`src/rtl/final_controller.sv`:
```
// Traffic-light control FSM: sequences the north/east phases with a phase timer
// and emits a one-cycle lamp write pulse into final_datapath on every state entry.
module final_controller #(
    parameter int TW        = 8,
    parameter int GREEN_MIN = 8,
    parameter int GREEN_MAX = 32,
    parameter int YELLOW_T  = 4,
    parameter int ALLRED_T  = 2
) (
    input  logic       clk,
    input  logic       rst,
    input  logic       not_r,
    input  logic       c_and_l,
    input  logic       en_s,
    input  logic       l_or_notc,
    output logic       s_NR,
    output logic       s_NG,
    output logic       s_NY,
    output logic       s_ER,
    output logic       s_EG,
    output logic       s_EY,
    output logic       en_NR,
    output logic       en_NG,
    output logic       en_NY,
    output logic       en_ER,
    output logic       en_EG,
    output logic       en_EY,
    output logic [1:0] s_IC,
    output logic       en_IC,
    output logic [2:0] state
);

    typedef enum logic [2:0] {
        INIT     = 3'd0,
        AR_TO_N  = 3'd1,
        N_GREEN  = 3'd2,
        N_YELLOW = 3'd3,
        AR_TO_E  = 3'd4,
        E_GREEN  = 3'd5,
        E_YELLOW = 3'd6,
        OVERRIDE = 3'd7
    } state_t;

    // Terminal timer values: a phase ends on the edge where timer == duration-1.
    localparam logic [TW-1:0] ALLRED_END = TW'(ALLRED_T - 1);
    localparam logic [TW-1:0] YELLOW_END = TW'(YELLOW_T - 1);
    localparam logic [TW-1:0] GMIN_END   = TW'(GREEN_MIN - 1);
    localparam logic [TW-1:0] GMAX_END   = TW'(GREEN_MAX - 1);

    state_t        state_q, state_d;
    logic [TW-1:0] timer_q, timer_d;
    logic [5:0]    lamp_s_q, lamp_s_d;
    logic [5:0]    lamp_en_q, lamp_en_d;
    logic          n_green_done, e_green_done;

    function automatic logic [TW-1:0] sat_inc(input logic [TW-1:0] t);
        return (t == {TW{1'b1}}) ? t : t + 1'b1;
    endfunction

    // Lamp pattern ordered {NR, NG, NY, ER, EG, EY}.
    function automatic logic [5:0] lamp_pattern(input state_t s);
        case (s)
            N_GREEN:  return 6'b010100;
            N_YELLOW: return 6'b001100;
            E_GREEN:  return 6'b100010;
            E_YELLOW: return 6'b100001;
            INIT:     return 6'b000000;
            default:  return 6'b100100;
        endcase
    endfunction

    assign n_green_done = ((timer_q >= GMIN_END) && c_and_l) || (timer_q == GMAX_END);
    assign e_green_done = ((timer_q >= GMIN_END) && l_or_notc) || (timer_q == GMAX_END);

    always_comb begin
        state_d = state_q;
        if (!not_r && state_q != OVERRIDE) begin
            state_d = OVERRIDE;
        end else if (state_q == OVERRIDE) begin
            if (not_r) state_d = AR_TO_N;
        end else if (en_s) begin
            case (state_q)
                INIT:     state_d = AR_TO_N;
                AR_TO_N:  if (timer_q == ALLRED_END) state_d = N_GREEN;
                N_GREEN:  if (n_green_done)          state_d = N_YELLOW;
                N_YELLOW: if (timer_q == YELLOW_END) state_d = AR_TO_E;
                AR_TO_E:  if (timer_q == ALLRED_END) state_d = E_GREEN;
                E_GREEN:  if (e_green_done)          state_d = E_YELLOW;
                E_YELLOW: if (timer_q == YELLOW_END) state_d = AR_TO_N;
                default:  state_d = state_q;
            endcase
        end
    end

    always_comb begin
        timer_d   = timer_q;
        lamp_s_d  = '0;
        lamp_en_d = '0;
        if (state_d != state_q) begin
            timer_d = '0;
            if (state_d != INIT) begin
                lamp_en_d = '1;
                lamp_s_d  = lamp_pattern(state_d);
            end
        end else if (en_s) begin
            timer_d = sat_inc(timer_q);
        end
    end

    always_ff @(posedge clk or posedge rst) begin
        if (rst) begin
            state_q   <= INIT;
            timer_q   <= '0;
            lamp_s_q  <= '0;
            lamp_en_q <= '0;
        end else begin
            state_q   <= state_d;
            timer_q   <= timer_d;
            lamp_s_q  <= lamp_s_d;
            lamp_en_q <= lamp_en_d;
        end
    end

    // Indicator controls are decoded straight from the current state.
    always_comb begin
        s_IC  = 2'b00;
        en_IC = 1'b0;
        case (state_q)
            N_GREEN:  begin s_IC = 2'b10; en_IC = en_s; end
            E_GREEN:  begin s_IC = 2'b11; en_IC = en_s; end
            OVERRIDE: begin s_IC = 2'b01; en_IC = 1'b1; end
            default:  begin s_IC = 2'b00; en_IC = 1'b0; end
        endcase
    end

    assign {s_NR, s_NG, s_NY, s_ER, s_EG, s_EY}       = lamp_s_q;
    assign {en_NR, en_NG, en_NY, en_ER, en_EG, en_EY} = lamp_en_q;
    assign state = state_q;

endmodule

```
`config.mk`:
```
export PLATFORM = sky130hd
export DESIGN_NAME = final_controller
export DESIGN_NICKNAME = d
export VERILOG_FILES = /design/src/rtl/final_controller.sv
export SDC_FILE = /design/constraint.sdc
export NUM_CORES = 1
export LEC_CHECK = 0
export CORE_ASPECT_RATIO = 1.4
export CORE_MARGIN = 2
export CORE_UTILIZATION = 49
export CTS_CLUSTER_SIZE = 24
export DETAILED_ROUTE_END_ITERATION = 12
export PLACE_DENSITY = 0.76
export SYNTH_ARGS = -nofsm -noshare
export SYNTH_HDL_FRONTEND = slang
export SYNTH_SLANG_ARGS = --single-unit
export TNS_END_PERCENT = 30
```
`constraint.sdc`:
```
create_clock -name clk -period 6.2 [get_ports clk]
set_input_delay 1.24 -clock clk [delete_from_list [all_inputs] [get_ports clk]]
set_output_delay 1.24 -clock clk [all_outputs]
set_load 0.05 [all_outputs]
```
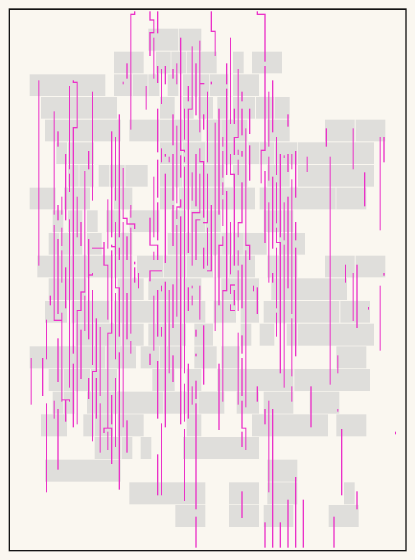
*Met2 routing, run 1*
main direction: vertical
longest straight run: 27.2 um
wire length on this layer: 1550 um
share of all routed wire: 53%
routing usage on met2: 34.8%
WL final: 2920 um
total number of vias: 1187

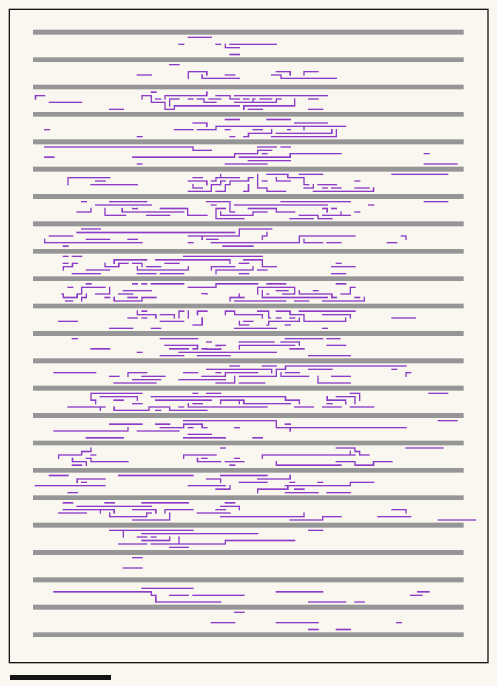
*Met1 routing, run 1*
Scale bar: 10 um. Supply wires on this layer in grey.
main direction: horizontal
longest straight run: 15.6 um
share of all routed wire: 39%
nets with wire on the layer: 152
grt met1 use: 26.8%

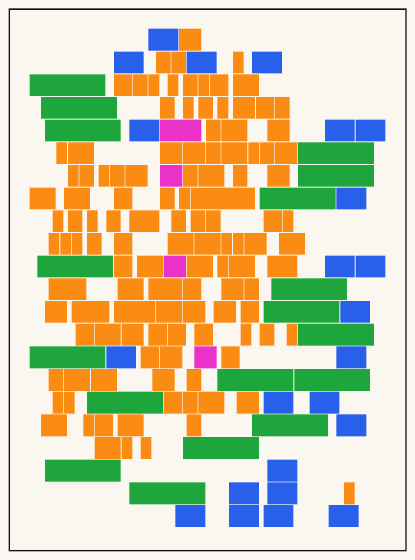
*Placement by cell class, run 1*
[green] sequential cells | cells: 18
[orange] remaining logic cells | cells: 118
[blue] remaining buffers and delay cells | cells: 23
[magenta] clock drivers and dummy loads | cells: 4
Seq/total area: 29.6%
final core utilization: 59.4%
Row Count: 22
core area: 2560 um2
final instance area: 1520 um2

==> impl_metrics.ini, run 1 <==
; generated from flow reports
[power]
p_seq_share_pct = 34.3
switching_share_pct = 45.6
seq_power_w = 0.000151
power.group.top = combinational cells
pwr-share-comb_pct = 48.9
switchingPower_w = 0.000200

[run_status]
status = finished clean

[setup_path]
crit_path_top_delay_cell = clkdlybuf4s50_1
path_buffers = 2
crit_path_start = en_s
arrival_ns = 2.85
path_class = in2out
path_depth = 4
cpPeakStageDelay_ns = 0.79
crit_path_end = en_IC
crit_chain = clkdlybuf4s50_1 -> o21ai_0 -> nand2_1 -> clkdlybuf4s50_1

[placed_design]
hpwl_um = 2230
placed_cells = 195

[final_layout]
inv_count = 8
final_common_cell = clkdlybuf4s50_1
buffers_excl_clock = 23
n_fill_cell = 244
drive_gt1_share_pct = 6.13

[min_path]
holdPathEnd = timer_q[7]$_DFFE_PP0P_
hold_path.class = reg2reg

[synthesis]
ys_sh_mux_pct = 0
syn_inst = 151
most_common_cell = dfrtp_1
syn-mean-instance-area_um2 = 8.56
synth_top_cell_by_area = dfrtp_1
synth.distinct_cells = 48
synthesis.area_um2 = 1290
synthTopCellsByArea = dfrtp_1, o21ai_0, xor2_1

[floorplan]
fp.dieW_um = 47.4
tap-cell-count = 36
fp.dieH_um = 64.8

[timing]
period_used_pct = 66.0
fmax_mhz = 244
fin_crit_ns = 4.09
max-slew-margin-rel_pct = 45.8
rsz0062_at_grt = no

[clocking]
clkTransAtPathRegs_ns = 0.11
cts_root_buf = clkbuf_4

[global_routing]
grt_max_degree = 22

[route]
first_pass_iters = 5
wire_per_inst_um = 14.7
final_antenna_net_count = 0
run 1: kinds of logic after synthesis:
logic type | after synthesis
adders and majority gates | 2
AOI/OAI and AO/OA | 43
DFF | 18
and+or+nand+nor | 57
xor gates and xnor gates | 8
buffers and inverters | 23
run 1: stage by stage:
step           hold slack [ns]  setup WS, ns
2_1_floorplan            0.567          2.76
3_3_place_gp             0.604          2.13
3_5_place_dp             0.614          2.12
4_1_cts                  0.644          2.11
5_1_grt                  0.673          2.00
6_report                 0.639          2.11
run 1: sequential cells by signal, indices dropped and copies added, names as in the netlist:
name,cells
timer_q,8
lamp_s_q,6
state,3
lamp_en_q,1
run 1: routing by layer:
layer	GRT usage [%]	vias to the layer above	share of wire, %
met2	34.8	43	53
met5	0	-	0
met4	11.8	0	3.9
li1	-	571	-
met1	26.8	561	39
met3	3.62	12	4.0
### Signal wires on met3, run 1

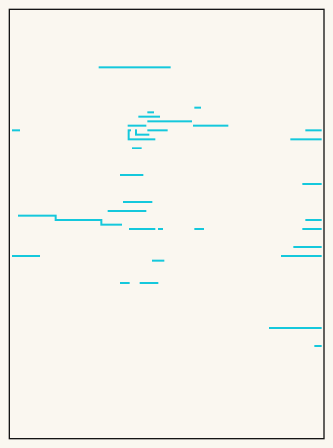

==> inputs of run 2 (changes only) <==
- CORE_UTILIZATION: 49 -> 46
- PLACE_DENSITY: 0.76 -> 0.74
- clock period: 6.2 -> 3.5 ns (I/O delays scaled with it)
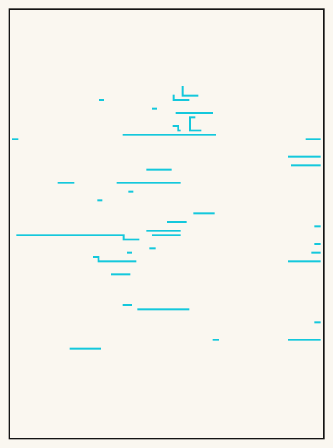
*Signal wires on met3, run 2*
nets with wire on the layer: 26
longest straight run: 16.6 um
wire length on this layer: 133 um
WL final: 3060 um
GR met3 Demand/Resource: 2.24%

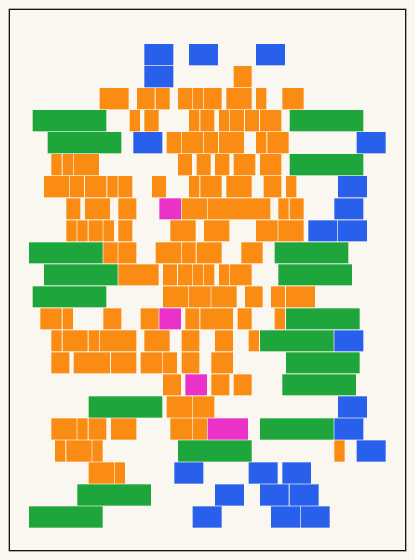
*Placement by cell class, run 2*
[blue] remaining buffers and delay cells | cells: 23
[magenta] clock drivers and dummy loads | cells: 4
[green] sequential cells | cells: 18
[orange] remaining logic cells | cells: 118
final core utilization: 57.5%
core area: 2640 um2

==> run 2 against run 1 <==
Worst hold slack worse by 0.015 ns; sequential share of layout area unchanged; synthesized cell count unchanged; sequential cell count unchanged; register-to-register slack worse by 2.7 ns; worst setup slack worse by 1.7 ns; routed wire length up 4.7%.
==> impl_metrics.ini, run 2 <==
; generated from flow reports
[run_status]
status = finished clean

[final_layout]
design_area_um2 = 1520
buffers_excl_clock = 23
largest_register = timer_q
largest_reg_flops = 8
drive_gt1_share_pct = 6.13
flops = 18
final_common_cell = clkdlybuf4s50_1
seq_share_pct = 29.6
inv_count = 8
n_fill_cell = 250

[setup_path]
crit_path_end = en_IC
path_class = in2out
crit_path_start = en_s

[clocking]
clkTransAtPathRegs_ns = 0.11
cts_setup_buffers = 0
cts_root_buf = clkbuf_4

[timing]
max-slew-margin-rel_pct = 50.2
fin_crit_ns = 3.05
fmax_mhz = 328
holdWs_ns = 0.624
setup_slack_ns = 0.451
rsz0062_at_grt = no

[power]
p_seq_share_pct = 34.3
pwr-share-comb_pct = 49.0
switching_share_pct = 45.6
power.group.top = combinational cells
switchingPower_w = 0.000356

[placed_design]
pre_cts_slack_ns = 0.409
placed_cells = 195

[synthesis]
ys_sh_mux_pct = 0
synthTopCellsByArea = dfrtp_1, o21ai_0, xor2_1
synth.distinct_cells = 48
synth_top_cell_by_area = dfrtp_1
syn_inst = 151
most_common_cell = dfrtp_1
synthesis.area_um2 = 1290
syn-mean-instance-area_um2 = 8.56

[global_routing]
track_usage_pct = 20.5
grt_max_degree = 22

[floorplan]
rows = 22
fp.dieW_um = 48.8
fp.dieH_um = 66.7

[route]
wire_per_inst_um = 15.4
first_pass_iters = 4

[min_path]
hold_path.class = reg2reg
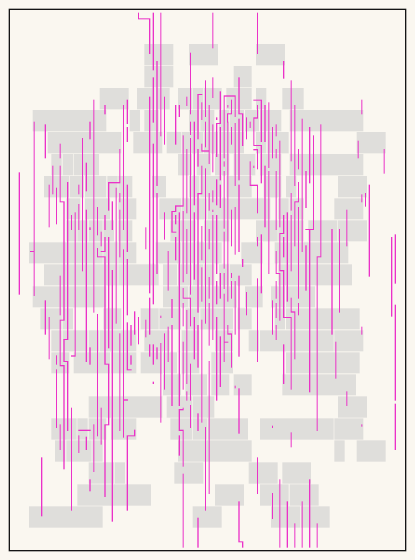
*Met2 routing, run 2*
nets with wire on the layer: 155
main direction: vertical
total number of vias: 1192
routing usage on met2: 38.4%

run 2: cell counts in the layout (fill, tap and decap cells not counted):
Identical to the previous run, type by type.
run 2: worst max-delay path, stage by stage:
cell and delay, ns:
clkdlybuf4s50_1 0.62, o21ai_0 0.14, nand2_1 0.08, clkdlybuf4s50_1 0.80
run 2: logic make-up (layout without fill, tap and decap cells):
logic type,Yosys count,count (layout)
AND/OR/NAND/NOR,57,57
AND-OR/OR-AND,43,43
buffers and inverters,23,35
flip-flops,18,18
XOR/XNOR,8,8
adder cells (fa/ha/maj),2,2
run 2: metal layers:
metal | vias to the layer above | track usage (%) | share of wire (%)
met5 | - | 0 | 0
met3 | 9 | 2.24 | 4.4
li1 | 569 | - | -
met2 | 54 | 38.4 | 55
met1 | 560 | 22.6 | 38
met4 | 0 | 11.1 | 2.4
### Routing congestion map, run 2

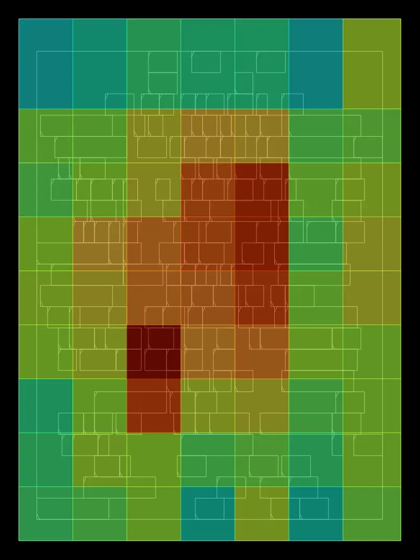

==> inputs of run 3 (changes only) <==
- CORE_ASPECT_RATIO: 1.4 -> 0.7
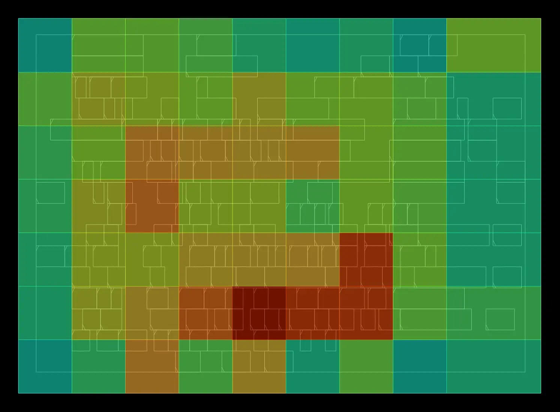
*Routing congestion map, run 3*
routing usage on met2: 27.2%
Most Used Layer, Global Route: met1
GR met3 Demand/Resource: 5.35%
grt met1 use: 30.8%
Wirelength per Cell: 15.6 um

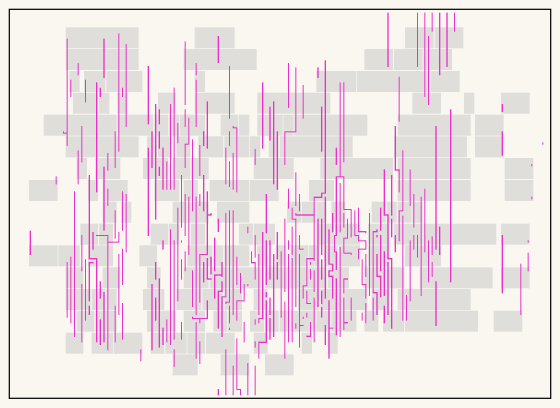
*Met2 routing, run 3*
main direction: vertical
nets with wire on the layer: 144
wire length on this layer: 1360 um
longest straight run: 21.4 um
WL final: 3120 um
total number of vias: 1186

==> run 3 against run 2 <==
Power rose by 5.2%; count of clock-buffer cells in the layout unchanged; die size about the same; sequential share of layout area shrank 0.50 points; register-to-register slack better by 0.03 ns; routed wire length up 2.0%; final cell count up 0.50%; core utilization decreased by 1.1 points; worst hold slack better by 0.0048 ns; clock skew down 0.0057 ns; global-route usage decreased by 0.57 points; critical path type unchanged; highest routed layer unchanged.
==> impl_metrics.ini, run 3 <==
; generated from flow reports
[run_status]
status = finished clean

[setup_path]
path_depth = 4
cpMostUsedCell = clkdlybuf4s50_1
path_class = in2out
crit_chain = clkdlybuf4s50_1 -> o21ai_0 -> nand2_1 -> clkdlybuf4s50_1
crit_family = buffers and inverters
crit_path_start = en_s

[route]
wl_met1_um = 1460
route.met2.wl_um = 1360
first_pass_iters = 4
top_layer_used = met4

[final_layout]
final_common_cell = clkdlybuf4s50_1
inv_count = 8
flops = 18
largest_register = timer_q
seq_share_pct = 29.1
drive_gt1_share_pct = 6.71

[synthesis]
syn-mean-instance-area_um2 = 8.56
synth_top_cell_by_area = dfrtp_1
syn_inst = 151
ys_sh_mux_pct = 0
synthesis.area_um2 = 1290
synth.distinct_cells = 48

[floorplan]
rows = 16
fp.dieW_um = 67.4
fp.dieH_um = 48.4

[min_path]
hold_path.class = reg2reg

[clocking]
cts_setup_buffers = 0
cts_root_buf = clkbuf_8

[global_routing]
grt_max_degree = 19
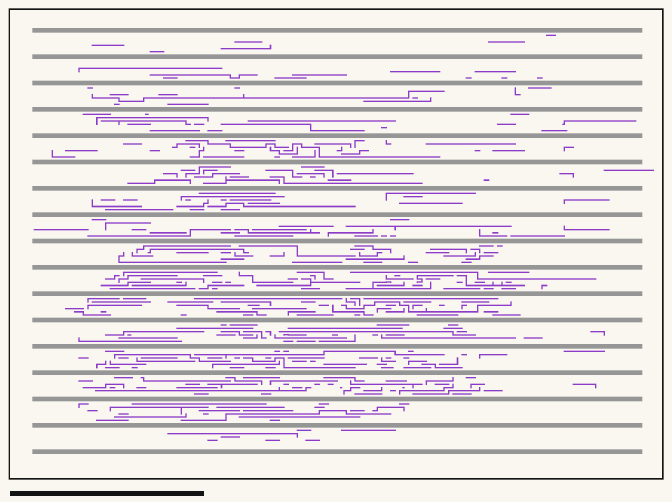
*Met1 routing, run 3*
Scale bar: 20 um. Supply wires on this layer in grey.
share of all routed wire: 47%
main direction: horizontal
nets with wire on the layer: 151

-- run 3: per-stage QoR --
| step | setup slack, ns | hold slack (ns) | area [um2] | utilization, % | cells |
|---|---|---|---|---|---|
| global route | 0.399 | 0.661 | 1550 | 56.4 | 200 |
| finish | 0.419 | 0.629 | 1550 | 56.4 | 200 |
| CTS | 0.428 | 0.637 | 1550 | 56.4 | 200 |
| global placement | 0.497 | 0.608 | 1490 | 54.4 | 196 |
| floorplan | 0.596 | 0.567 | 1290 | - | 151 |
| detailed placement | 0.427 | 0.618 | 1490 | 54.4 | 196 |
-- run 3: report_power, final --
part           leakage, nW  switching [W]  internal (W)  total, W
clock network       0.0288      0.0000646     0.0000998  0.000164
logic                0.355       0.000262      0.000132  0.000393
registers            0.230      0.0000317      0.000231  0.000263
Power is estimated from default activity; no workload was simulated.
